===== config.mk =====
export PLATFORM = sky130hd
export DESIGN_NAME = adc088s102_emu
export DESIGN_NICKNAME = d
export VERILOG_FILES = /design/src/rtl/adc088s102_emu.sv
export SDC_FILE = /design/constraint.sdc
export NUM_CORES = 1
export LEC_CHECK = 0
export CAP_MARGIN = 20
export CORE_MARGIN = 2
export CORE_UTILIZATION = 45
export DETAILED_ROUTE_END_ITERATION = 6
export HOLD_SLACK_MARGIN = 0.12
export PLACE_DENSITY = 0.81
export SLEW_MARGIN = 20
export SYNTH_ARGS = -nofsm -noshare
export SYNTH_HDL_FRONTEND = slang
export SYNTH_SLANG_ARGS = --single-unit

===== constraint.sdc =====
create_clock -name clk -period 4.1 [get_ports clk]
set_clock_uncertainty 0.2 [all_clocks]
set_input_delay 0.82 -clock clk [delete_from_list [all_inputs] [get_ports clk]]
set_output_delay 0.82 -clock clk [all_outputs]
set_load 0.01 [all_outputs]

===== src/rtl/adc088s102_emu.sv =====
// ---------------------------------------------------------------------------
// adc088s102_emu
//
// Emulates the serial side of an ADC088S102 8-channel converter. The SPI
// master drives sck/cs_n/din asynchronously to clk. Each 16-clock frame
// returns {4'b0, ch_data[cur_addr], 4'b0} on dout, MSB first, and captures
// the channel address for the next frame from din (rising edges 3..5).
//
// Parameters
//   SYNC_STAGES  synchronizer depth for sck, cs_n, din (2..4)
//
// Ports
//   clk         system clock, all logic on rising edge
//   reset       asynchronous active-high reset
//   sck         SPI clock from the master (idles high)
//   cs_n        active-low frame select
//   din         master-to-converter serial data (channel address)
//   ch_data     eight 8-bit channel values, channel k at [8k+7:8k]
//   dout        converter-to-master serial data
//   dout_oe     high while dout is driven (frame selected)
//   cur_addr    channel to be sent in the next frame
//   frame_done  one-clk pulse when a full 16-bit frame completes
//   err_cnt     saturating count of aborts and overrun sck edges
//
// Build option
//   ADC_EMU_ERR_COUNT_EN  when defined, err_cnt counts protocol errors;
//                         when undefined, the error logic is omitted and
//                         err_cnt is tied to zero.
// ---------------------------------------------------------------------------
module adc088s102_emu #(
    parameter int SYNC_STAGES = 2
) (
    input  logic        clk,
    input  logic        reset,
    input  logic        sck,
    input  logic        cs_n,
    input  logic        din,
    input  logic [63:0] ch_data,
    output logic        dout,
    output logic        dout_oe,
    output logic [2:0]  cur_addr,
    output logic        frame_done,
    output logic [7:0]  err_cnt
);

    localparam int DATA_W     = 8;
    localparam int FRAME_BITS = 16;

    typedef enum logic [1:0] {
        S_IDLE   = 2'd0,
        S_ACTIVE = 2'd1,
        S_DONE   = 2'd2
    } state_t;

    state_t state_q, state_d;

    // Input synchronizers and edge-detect history
    logic [SYNC_STAGES-1:0] sck_sync_q;
    logic [SYNC_STAGES-1:0] cs_sync_q;
    logic [SYNC_STAGES-1:0] din_sync_q;
    logic [SYNC_STAGES-1:0] flush_q;
    logic                   sck_prev_q;
    logic                   cs_prev_q;
    logic                   cs_armed_q;

    logic sck_s, cs_s, din_s, sync_valid;
    logic sck_rise, sck_fall, cs_rise, cs_fall, cs_edge;

    // Decoded control strobes
    logic load_frame;
    logic end_frame;
    logic rise_act;
    logic fall_act;

    // Datapath registers
    logic [4:0]            bit_cnt_q, bit_cnt_d;
    logic [FRAME_BITS-1:0] shift_q, shift_d;
    logic [2:0]            addr_cap_q, addr_cap_d;
    logic [2:0]            cur_addr_q, cur_addr_d;
    logic                  frame_done_q, frame_done_d;
    logic [DATA_W-1:0]     ch_sel;

    assign sck_s      = sck_sync_q[SYNC_STAGES-1];
    assign cs_s       = cs_sync_q[SYNC_STAGES-1];
    assign din_s      = din_sync_q[SYNC_STAGES-1];
    assign sync_valid = flush_q[SYNC_STAGES-1];

    always_ff @(posedge clk or posedge reset) begin
        if (reset) begin
            sck_sync_q <= '1;
            cs_sync_q  <= '1;
            din_sync_q <= '0;
            flush_q    <= '0;
            sck_prev_q <= 1'b1;
            cs_prev_q  <= 1'b1;
            cs_armed_q <= 1'b0;
        end else begin
            sck_sync_q <= {sck_sync_q[SYNC_STAGES-2:0], sck};
            cs_sync_q  <= {cs_sync_q[SYNC_STAGES-2:0], cs_n};
            din_sync_q <= {din_sync_q[SYNC_STAGES-2:0], din};
            flush_q    <= {flush_q[SYNC_STAGES-2:0], 1'b1};
            sck_prev_q <= sck_s;
            cs_prev_q  <= cs_s;
            // The synchronizer still holds reset values until flush_q fills;
            // only a genuinely observed high cs_n arms frame start, so a
            // cs_n held low through reset cannot fake a falling edge.
            if (sync_valid && cs_s) begin
                cs_armed_q <= 1'b1;
            end
        end
    end

    assign sck_rise = sck_s & ~sck_prev_q;
    assign sck_fall = ~sck_s & sck_prev_q;
    assign cs_rise  = cs_s & ~cs_prev_q;
    assign cs_fall  = ~cs_s & cs_prev_q & cs_armed_q;
    assign cs_edge  = cs_rise | cs_fall;

    // FSM: state register
    always_ff @(posedge clk or posedge reset) begin
        if (reset) begin
            state_q <= S_IDLE;
        end else begin
            state_q <= state_d;
        end
    end

    // FSM: next state (cs_n edges pre-empt any sck edge in the same clk)
    always_comb begin
        state_d = state_q;
        unique case (state_q)
            S_IDLE: begin
                if (cs_fall) begin
                    state_d = S_ACTIVE;
                end
            end
            S_ACTIVE: begin
                if (cs_rise) begin
                    state_d = S_IDLE;
                end else if (!cs_edge && sck_rise && bit_cnt_q == 5'(FRAME_BITS - 1)) begin
                    state_d = S_DONE;
                end
            end
            S_DONE: begin
                if (cs_rise) begin
                    state_d = S_IDLE;
                end
            end
            default: state_d = S_IDLE;
        endcase
    end

    // FSM: outputs and control strobes
    always_comb begin
        dout_oe    = (state_q != S_IDLE);
        load_frame = (state_q == S_IDLE) && cs_fall;
        end_frame  = (state_q != S_IDLE) && cs_rise;
        rise_act   = (state_q == S_ACTIVE) && sck_rise && !cs_edge;
        // The very first sck fall (before any rise) is the master leaving
        // idle; it must not consume the leading zero.
        fall_act   = (state_q == S_ACTIVE) && sck_fall && !cs_edge && (bit_cnt_q != 5'd0);
    end

    assign ch_sel = ch_data[{cur_addr_q, 3'b000} +: DATA_W];

    // Datapath next state
    always_comb begin
        bit_cnt_d    = bit_cnt_q;
        shift_d      = shift_q;
        addr_cap_d   = addr_cap_q;
        cur_addr_d   = cur_addr_q;
        frame_done_d = 1'b0;
        if (load_frame) begin
            bit_cnt_d  = 5'd0;
            shift_d    = {4'b0000, ch_sel, 4'b0000};
            addr_cap_d = 3'b000;
        end else if (end_frame) begin
            bit_cnt_d = 5'd0;
            shift_d   = '0;
        end else if (rise_act) begin
            bit_cnt_d = bit_cnt_q + 5'd1;
            if (bit_cnt_q >= 5'd2 && bit_cnt_q <= 5'd4) begin
                addr_cap_d = {addr_cap_q[1:0], din_s};
            end
            if (bit_cnt_q == 5'(FRAME_BITS - 1)) begin
                cur_addr_d   = addr_cap_q;
                frame_done_d = 1'b1;
                // DONE drives zero regardless of later sck activity.
                shift_d      = '0;
            end
        end else if (fall_act) begin
            shift_d = {shift_q[FRAME_BITS-2:0], 1'b0};
        end
    end

    always_ff @(posedge clk or posedge reset) begin
        if (reset) begin
            bit_cnt_q    <= 5'd0;
            shift_q      <= '0;
            addr_cap_q   <= 3'b000;
            cur_addr_q   <= 3'b000;
            frame_done_q <= 1'b0;
        end else begin
            bit_cnt_q    <= bit_cnt_d;
            shift_q      <= shift_d;
            addr_cap_q   <= addr_cap_d;
            cur_addr_q   <= cur_addr_d;
            frame_done_q <= frame_done_d;
        end
    end

    assign dout       = shift_q[FRAME_BITS-1];
    assign cur_addr   = cur_addr_q;
    assign frame_done = frame_done_q;

`ifdef ADC_EMU_ERR_COUNT_EN
    logic [7:0] err_cnt_q, err_cnt_d;
    logic       err_event;

    function automatic logic [7:0] sat_inc(input logic [7:0] v);
        return (v == 8'hFF) ? v : v + 8'd1;
    endfunction

    // Abort and overrun are mutually exclusive in one clk: an overrun needs
    // an sck edge that survived cs_n priority, an abort needs a cs_n edge.
    always_comb begin
        err_event = ((state_q == S_ACTIVE) && cs_rise) ||
                    ((state_q == S_DONE) && sck_rise && !cs_edge);
        err_cnt_d = err_event ? sat_inc(err_cnt_q) : err_cnt_q;
    end

    always_ff @(posedge clk or posedge reset) begin
        if (reset) begin
            err_cnt_q <= 8'd0;
        end else begin
            err_cnt_q <= err_cnt_d;
        end
    end

    assign err_cnt = err_cnt_q;
`else
    assign err_cnt = 8'd0;
`endif

endmodule


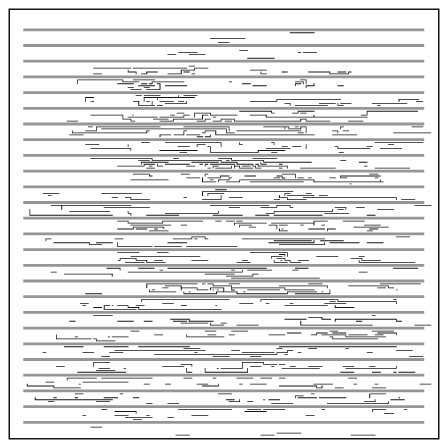
(run_1/met1.png)
Supply wires on this layer in gray.
main direction	horizontal
longest straight run	21.6 um
share of all routed wire	43%
nets with wire on the layer	276
wire length on this layer	2000 um
DR vias: 1596
met1 Usage GRT: 0.240
WL final: 4.65 mm

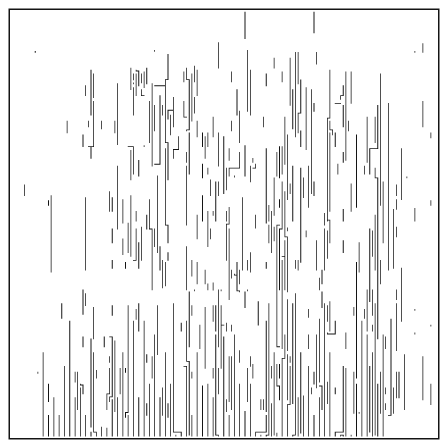
(run_1/met2.png)
longest straight run	28.9 um
main direction	vertical
nets with wire on the layer	276
wire length on this layer	2410 um
share of all routed wire	52%
grt met2 use: 0.321

==> impl_metrics.ini, run 1 <==
; synthesis and place-and-route metrics
[synthesis]
simple_gate_area_frac = 0.0814
yosysTopAreaCell = dfrtp_1
top_cell = dfrtp_1
yosys-top-cells-count = dfrtp_1, mux2_2, inv_1, mux4_1, buf_4
area_leaders = dfrtp_1, mux4_1, mux2_2
synthCells = 169
avgSynthCellArea_um2 = 13.1
xor_area_frac = 0.00395
async_reset_ff_frac = 1.00
synthAoiAreaFrac = 0.0723

[floorplanning]
dieArea_mm2 = 0.00550
die-width_um = 74.2
ios = 83

[min_path]
min_path_type = reg2reg
worstHoldEndpoint = sck_sync_q[1]$_DFF_PP1_

[sta]
clock.fmax_mhz = 343
period_needed_ns = 2.91
relSlewSlack = 0.407
setup_viol = 0
finalSetupTns_ns = 0
whs_ns = 0.159

[layout]
diodes = 0
postLayoutCoreUtil = 0.654

[setup_path]
cp_num_buf_inv = 1
regToRegStartpoint = cur_addr[0]$_DFFE_PP0P_
cp-start-kind = flip-flop
reg2reg_to = shift_q[5]$_DFFE_PP0P_

[status]
status = completed

[placement]
detailed_place_hpwl_mm = 3.60
placed_area_mm2 = 0.00295
pre_cts_slack_ns = 1.26
placedCellCount = 302

[clock_tree]
cts_buffers = 5
cts.sinks = 37
cts_hold_buf = 0
cts_max_level = 2
ctsResizeCount = 0
post-cts-setup-buffers = 0

[grt]
grt_max_degree = 38
grt_pass1_vias = 1609
grtUsageTotal = 0.188

[power_and_ir_drop]
p_leak_nw = 1.27

[route]
drt-vias-per-instance = 5.15
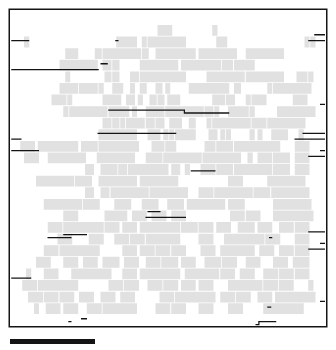
(run_1/met3.png)
Bar = 20 um.
wire length on this layer	153 um
longest straight run	20.2 um
met3 GRT Util: 0.0420

==> run 1: layout by cell type (no fill, tap or decap), types with 2 or more instances in the layout <==
cell,n
a21oi_1,3
a32o_1,7
and3_1,5
buf_4,2
bufinv_16,2
clkbuf_8,5
clkdlybuf4s50_1,74
conb_1,9
dfrtp_1,31
dfstp_2,6
ha_1,4
inv_1,11
mux2_1,3
mux2_2,18
mux2i_1,5
mux4_1,11
mux4_2,5
nand2_1,5
nand3_1,3
nor2_1,6
nor2b_1,3
o21ai_0,4
or3_1,2
==> run 1: sequential cells by signal, indices dropped and copies added (netlist names) <==
signal      flops
bit_cnt_q       5
sck_prev_q      1
din_sync_q      2
cs_armed_q      1
state_q         2
addr_cap_q      3
shift_q        12
cur_addr        3
sck_sync_q      2
cs_sync_q       2
flush_q         2
frame_done      1
cs_prev_q       1
==> run 1: metal layers <==
| layer | track usage | vias to the layer above | wire length [um] |
|---|---|---|---|
| li1 | - | 769 | - |
| met1 | 0.240 | 780 | 2000 |
| met2 | 0.321 | 37 | 2410 |
| met3 | 0.0420 | 10 | 152 |
| met4 | 0.0586 | 0 | 87 |
| met5 | 0 | - | 0 |
==> run 1: layout make-up <==
cell class	count	area [um2]
Timing Repair Buffer	76	756
Clock inverter	3	65.1
Clock buffer	5	68.8
Inverter	12	45.0
Fill cell	372	1640
Sequential cell	37	933
Tap cell	67	83.8
Multi-Input combinational cell	110	1140
==> run 1: power by group <==
part / switching, W / internal [W]
logic: 0.0000862 / 0.000166
registers: 0.0000340 / 0.000429
clock network: 0.000129 / 0.000242
==> inputs of run 2 (changes only) <==
--- a/config.mk
+++ b/config.mk
@@ -7,10 +7,10 @@
 export LEC_CHECK = 0
 export CAP_MARGIN = 20
 export CORE_MARGIN = 2
-export CORE_UTILIZATION = 45
+export CORE_UTILIZATION = 40
 export DETAILED_ROUTE_END_ITERATION = 6
 export HOLD_SLACK_MARGIN = 0.12
-export PLACE_DENSITY = 0.81
+export PLACE_DENSITY = 0.76
 export SLEW_MARGIN = 20
 export SYNTH_ARGS = -nofsm -noshare
 export SYNTH_HDL_FRONTEND = slang
==> constraint.sdc (replaced) <==
create_clock -name clk -period 2.4 [get_ports clk]
set_clock_uncertainty 0.2 [all_clocks]
set_input_delay 0.48 -clock clk [delete_from_list [all_inputs] [get_ports clk]]
set_output_delay 0.48 -clock clk [all_outputs]
set_load 0.01 [all_outputs]
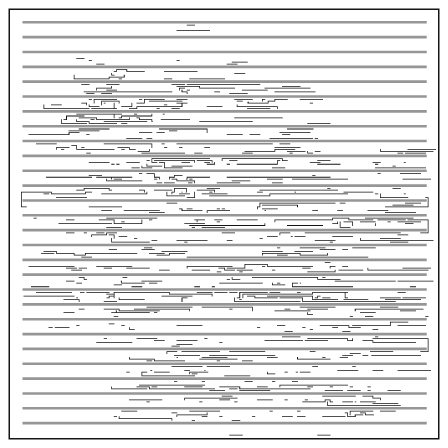
(run_2/met1.png)
Supply wires on this layer in gray.
share of all routed wire	42%
wire length on this layer	2100 um
longest straight run	33.1 um
WL final: 5.04 mm
met1 Usage GRT: 0.219
DR vias: 1635

==> run 2 against run 1 <==
  * Core utilization shrank 8.0 points
  * Count of clock-buffer cells in the layout increased by 1
  * Total power is 63% higher
  * First-iteration DRC count down 10%
  * Combinational power grew 75%
  * Worst hold slack lost 0.0064 ns
  * Sequential power rose by 71%
  * Synthesized cell count did not move
  * Clock power is 44% higher
  * Cell count up 3.2%
  * Critical endpoint is now shift_q[14]$_DFFE_PP0P_
==> impl_metrics.ini, run 2 <==
; synthesis and place-and-route metrics
[synthesis]
area_leaders = dfrtp_1, mux4_1, mux2_2
synthCells = 169
ys_seq_frac = 0.421
avgSynthCellArea_um2 = 13.1
async_reset_ff_frac = 1.00
yosysTopAreaCell = dfrtp_1

[placement]
placed_area_mm2 = 0.00301
detailed_place_hpwl_mm = 3.86
pre_cts_slack_ns = -0.0563

[sta]
setup_viol = 0
finalClockPeriodUsage = 0.929
finalSetupTns_ns = 0
clock.fmax_mhz = 449
relSlewSlack = 0.608
period_needed_ns = 2.23

[floorplanning]
rows = 27
dieArea_mm2 = 0.00615
ios = 83
die-width_um = 78.4

[min_path]
min_path_type = reg2reg
holdPathStages = 0
worstHoldEndpoint = flush_q[1]$_DFF_PP0_

[layout]
layout_top_cell = clkdlybuf4s50_1
regArea_um2 = 935
layout_top_cells = clkdlybuf4s50_1, dfrtp_1, mux2_2, mux4_1, inv_1
diodes = 0
fillCellCount = 457
reg_top3 = shift_q x12, bit_cnt_q x5

[power_and_ir_drop]
p_leak_nw = 1.28

[clock_tree]
ctsResizeCount = 0
cts_hold_buf = 0
cts.sinks = 37
post-cts-setup-buffers = 0
cts_max_level = 2

[grt]
grtUsageTotal = 0.178
use_met3 = 0.0368
grt_pass1_vias = 1770
busiest_layer = met2
grt_max_degree = 38

[setup_path]
cp.required_ns = 2.36
startpoint = cs_sync_q[1]$_DFF_PP1_
reg2reg_to = shift_q[14]$_DFFE_PP0P_
cp-start-kind = flip-flop
regToRegStartpoint = cs_sync_q[1]$_DFF_PP1_

[status]
status = completed

[route]
drt-vias-per-instance = 5.11
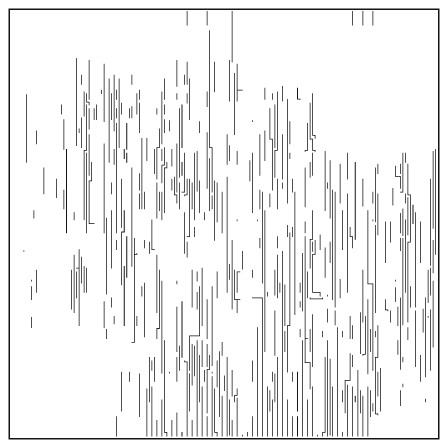
(run_2/met2.png)
wire length on this layer	2620 um
longest straight run	33.8 um
main direction	vertical
grt met2 use: 0.319

==> run 2: cell counts after synthesis <==
No cell type changed its count.
==> run 2: kinds of logic after synthesis <==
logic type / count (synthesis) / synth area share
multiplexers: 43 / 0.318
flip-flops: 37 / 0.421
AND/OR/NAND/NOR: 32 / 0.0814
buffers and inverters: 29 / 0.0774
AND-OR/OR-AND: 21 / 0.0723
adder cells (fa/ha/maj): 4 / 0.0226
other: 2 / 0.00339
XOR/XNOR: 1 / 0.00396
==> run 2: worst max-delay path, stage by stage (launching register included) <==
cell and delay (ns):
dfstp_2 0.56, nand2b_1 0.19, mux2_2 0.44, o221ai_1 0.11, buf_4 0.24, mux2_2 0.36
==> run 2: power breakdown <==
part           leakage, nW  total [W]  internal [W]  switching, W
logic                0.761   0.000441      0.000287      0.000155
registers            0.468   0.000790      0.000733     0.0000573
clock network       0.0554   0.000534      0.000312      0.000222
total                 1.28    0.00177       0.00133      0.000434
==> run 2: cell type report <==
type | instances | share of cell area
Multi-Input combinational cell | 110 | 0.364
Sequential cell | 37 | 0.299
Timing Repair Buffer | 81 | 0.258
Tap cell | 72 | 0.0288
Clock buffer | 6 | 0.0232
Inverter | 12 | 0.0144
Clock inverter | 2 | 0.0124
==> run 2: per-layer routing <==
metal	share of wire	wire, um	vias up
li1	-	-	774
met1	0.42	2100	803
met2	0.52	2620	50
met3	0.044	222	8
met4	0.019	95	0
met5	0	0	-
==> run 2: per-stage QoR <==
step	utilization	std cells	hold slack, ns
6_report	0.574	320	0.153
3_3_place_gp	0.553	312	0.134
2_1_floorplan	-	176	0.131
5_1_grt	0.574	320	0.162
3_5_place_dp	0.553	312	0.138
4_1_cts	0.574	320	0.156
Power figures rest on the tool's default switching activity, not on a simulated workload.
